==> src/rtl/fabric_cfg_pkg.sv <==
// Shared fabric configuration types: loader FSM states and tile chain sizing.
// Pure declarations; no timing or flow control of its own.
package fabric_cfg_pkg;

  typedef enum logic [1:0] {
    IDLE  = 2'd0,
    LOAD  = 2'd1,
    SHIFT = 2'd2,
    DONE  = 2'd3
  } cfg_state_e;

  localparam int CB_CONFIG_BITS = 4;
  localparam int SB_CONFIG_BITS = 8;

  // Scan chain bits contributed by one tile with the given block counts.
  function automatic int tile_chain_bits(input int n_cb, input int n_sb);
    return n_cb * CB_CONFIG_BITS + n_sb * SB_CONFIG_BITS;
  endfunction

endpackage

==> src/rtl/scan_config_loader_piso_buffer.sv <==
// Parallel-in/serial-out word buffer with a down-counter of bits still to send; ser_dat is valid the cycle after load.
// No backpressure: shift advances one bit per cycle while the counter is non-zero.
module piso_buffer
  import fabric_cfg_pkg::*;
#(
  parameter int WIDTH = 8,
  parameter int CNT_W = $clog2(WIDTH + 1)
) (
  input  logic             clk,
  input  logic             rst_n,
  input  logic             load,
  input  logic [WIDTH-1:0] load_dat,
  input  logic [CNT_W-1:0] load_cnt,
  input  logic             shift,
  output logic             ser_dat,
  output logic             last,
  output logic             empty
);

  logic [WIDTH-1:0] data;
  logic [CNT_W-1:0] cnt;

  always_ff @(posedge clk or negedge rst_n) begin
    if (!rst_n) begin
      data <= '0;
      cnt  <= '0;
    end else if (load) begin
      data <= load_dat;
      cnt  <= load_cnt;
    end else if (shift && !empty) begin
      data <= data >> 1;
      cnt  <= cnt - CNT_W'(1);
    end
  end

  assign ser_dat = data[0];
  assign last    = (cnt == CNT_W'(1));
  assign empty   = (cnt == '0);

endmodule

==> src/rtl/scan_config_loader.sv <==
// Serialises host words LSB-first onto the fabric scan chain and captures readback; each full word costs WORD_WIDTH+1 cycles.
// Backpressure: word_ready only in LOAD; rb_word/rb_valid and done are unconditioned pulses.
module scan_config_loader
  import fabric_cfg_pkg::*;
#(
  parameter int CHAIN_LENGTH = CB_CONFIG_BITS,
  parameter int WORD_WIDTH   = 8
) (
  input  logic                  clk,
  input  logic                  rst_n,
  input  logic                  start,
  input  logic [WORD_WIDTH-1:0] word_in,
  input  logic                  word_valid,
  output logic                  word_ready,
  output logic                  scan_en,
  output logic                  scan_in,
  input  logic                  chain_out,
  output logic [WORD_WIDTH-1:0] rb_word,
  output logic                  rb_valid,
  output logic                  busy,
  output logic                  done
);

  localparam int BCW = $clog2(CHAIN_LENGTH + 1);
  localparam int WCW = $clog2(WORD_WIDTH + 1);
  localparam int IW  = (WORD_WIDTH > 1) ? $clog2(WORD_WIDTH) : 1;

  cfg_state_e            state;
  logic [BCW-1:0]        bits_shifted;
  logic [IW-1:0]         bit_idx;
  logic [WORD_WIDTH-1:0] rb_acc;
  logic [WORD_WIDTH-1:0] rb_next;
  logic [WCW-1:0]        load_cnt;
  int                    bits_left;
  logic                  word_hs;
  logic                  piso_ser;
  logic                  piso_last;
  logic                  piso_empty;

  assign word_ready = (state == LOAD);
  assign word_hs    = word_valid && word_ready;

  // Last word of the stream only carries the bits that still fit in the chain.
  always_comb begin
    bits_left = CHAIN_LENGTH - int'(bits_shifted);
    load_cnt  = (bits_left > WORD_WIDTH) ? WCW'(WORD_WIDTH) : WCW'(bits_left);
  end

  always_comb begin
    rb_next          = rb_acc;
    rb_next[bit_idx] = chain_out;
  end

  piso_buffer #(
    .WIDTH (WORD_WIDTH),
    .CNT_W (WCW)
  ) u_piso (
    .clk      (clk),
    .rst_n    (rst_n),
    .load     (word_hs),
    .load_dat (word_in),
    .load_cnt (load_cnt),
    .shift    (scan_en),
    .ser_dat  (piso_ser),
    .last     (piso_last),
    .empty    (piso_empty)
  );

  assign scan_in = scan_en & piso_ser;

  always_ff @(posedge clk or negedge rst_n) begin
    if (!rst_n) begin
      state        <= IDLE;
      bits_shifted <= '0;
      bit_idx      <= '0;
      rb_acc       <= '0;
      rb_word      <= '0;
      rb_valid     <= 1'b0;
      scan_en      <= 1'b0;
      busy         <= 1'b0;
      done         <= 1'b0;
    end else begin
      rb_valid <= 1'b0;
      case (state)
        IDLE: begin
          if (start) begin
            state        <= LOAD;
            busy         <= 1'b1;
            bits_shifted <= '0;
          end
        end
        LOAD: begin
          if (word_valid) begin
            state   <= SHIFT;
            scan_en <= 1'b1;
            bit_idx <= '0;
            rb_acc  <= '0;
          end
        end
        SHIFT: begin
          if (!piso_empty) begin
            bits_shifted <= bits_shifted + BCW'(1);
            bit_idx      <= bit_idx + IW'(1);
            rb_acc       <= rb_next;
            if (piso_last) begin
              rb_word  <= rb_next;
              rb_valid <= 1'b1;
              scan_en  <= 1'b0;
              if (bits_shifted + BCW'(1) == BCW'(CHAIN_LENGTH)) begin
                state <= DONE;
                done  <= 1'b1;
              end else begin
                state <= LOAD;
              end
            end
          end
        end
        DONE: begin
          state <= IDLE;
          done  <= 1'b0;
          busy  <= 1'b0;
        end
        default: state <= IDLE;
      endcase
    end
  end

endmodule

==> config.mk <==
export PLATFORM = sky130hd
export DESIGN_NAME = scan_config_loader
export DESIGN_NICKNAME = d
export VERILOG_FILES = /design/src/rtl/fabric_cfg_pkg.sv /design/src/rtl/scan_config_loader_piso_buffer.sv /design/src/rtl/scan_config_loader.sv
export SDC_FILE = /design/constraint.sdc
export NUM_CORES = 1
export LEC_CHECK = 0
export ABC_AREA = 0
export CAP_MARGIN = 10
export CORE_MARGIN = 5
export CORE_UTILIZATION = 35
export DETAILED_ROUTE_END_ITERATION = 12
export PLACE_DENSITY = 0.55
export SLEW_MARGIN = 20
export SYNTH_ARGS = -nofsm -noshare
export SYNTH_HDL_FRONTEND = slang
export SYNTH_SLANG_ARGS = --single-unit
==> constraint.sdc <==
create_clock -name clk -period 1.85 [get_ports clk]
set_input_delay 0.37 -clock clk [delete_from_list [all_inputs] [get_ports clk]]
set_output_delay 0.37 -clock clk [all_outputs]
set_load 0.03 [all_outputs]
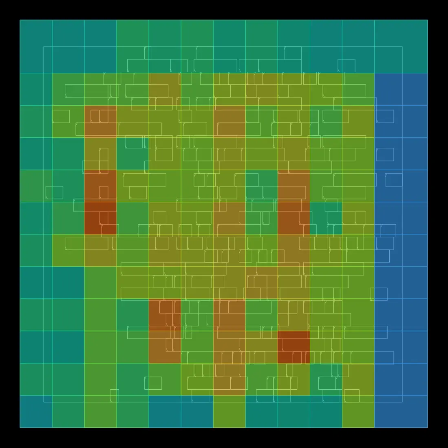
Figure 1: routing congestion map.
Final Util: 44.03%
met3 Resource Use GR: 3.500%

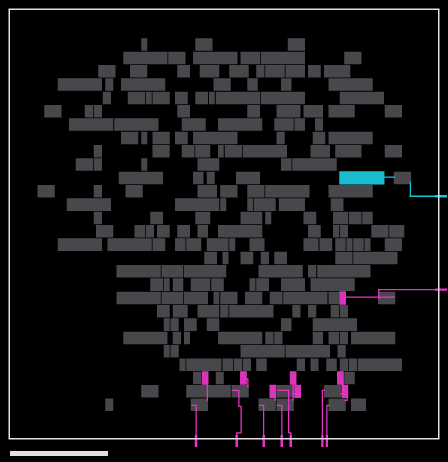
Figure 2: nets reached from selected ports.
Bar = 20 um.
word_in: marked magenta, direction input, end cells 8, buffers 8, wire 108 um. rb_valid: marked cyan, direction output, end cells 1, buffers 1, wire 10.8 um.

==> results.toml <==
# implementation run metrics
[outcome]
outcome = "finished, final reports clean"

[hold_path]
hold_class = "in -> async"

[power]
p_seq_share_pct = 36.9
pg_comb_w = 0.00182
power_density_nw_per_um2 = 1560
pg_clk_w = 0.000715
power.leakage_nw = 1.194
p_comb_share_pct = 45.3

[route]
via_count = 1534
highest_layer = "met4"
m1WireLength_um = 2187

[setup_path]
startpoint = "u_piso.cnt[0]$_DFFE_PN0P_"
rrSetupSlack_ns = 0.06
worstReg2RegStart = "u_piso.cnt[0]$_DFFE_PN0P_"
timing.rr.end = "rb_acc[0]$_DFFE_PN0P_"
worst_setup_path_start_kind = "register"
r2r_cells = 5

[finish]
combGateArea_um2 = 969.7
final_area_um2 = 2576
drive_gt1_share_pct = 18.78
comb_cells = 133
buf_share_pct = 14.38
nClkBuffers = 5
seq_cells = 40

[timing]
max_slew_margin_pct = 68.74
finalHoldViolations = 0
report.final.slew_viol_count = 0
tns_ns = 0
worstMarginPinSlew_ns = 0.4688
fin_crit_ns = 1.793

[logic_synthesis]
synth.net_count = 212
ys_seq_share_pct = 47.88
ys_sh_adder_pct = 3.591

[job]
warnings = 28

[global_routing]
grtUsageTotal_pct = 12.61
met2_usage_pct = 18.84
grt_remaining_overflow = 0

[floorplanning]
design.core.area_um2 = 5851
io_pins = 27

[place]
pre_cts_slack_ns = 0.05713
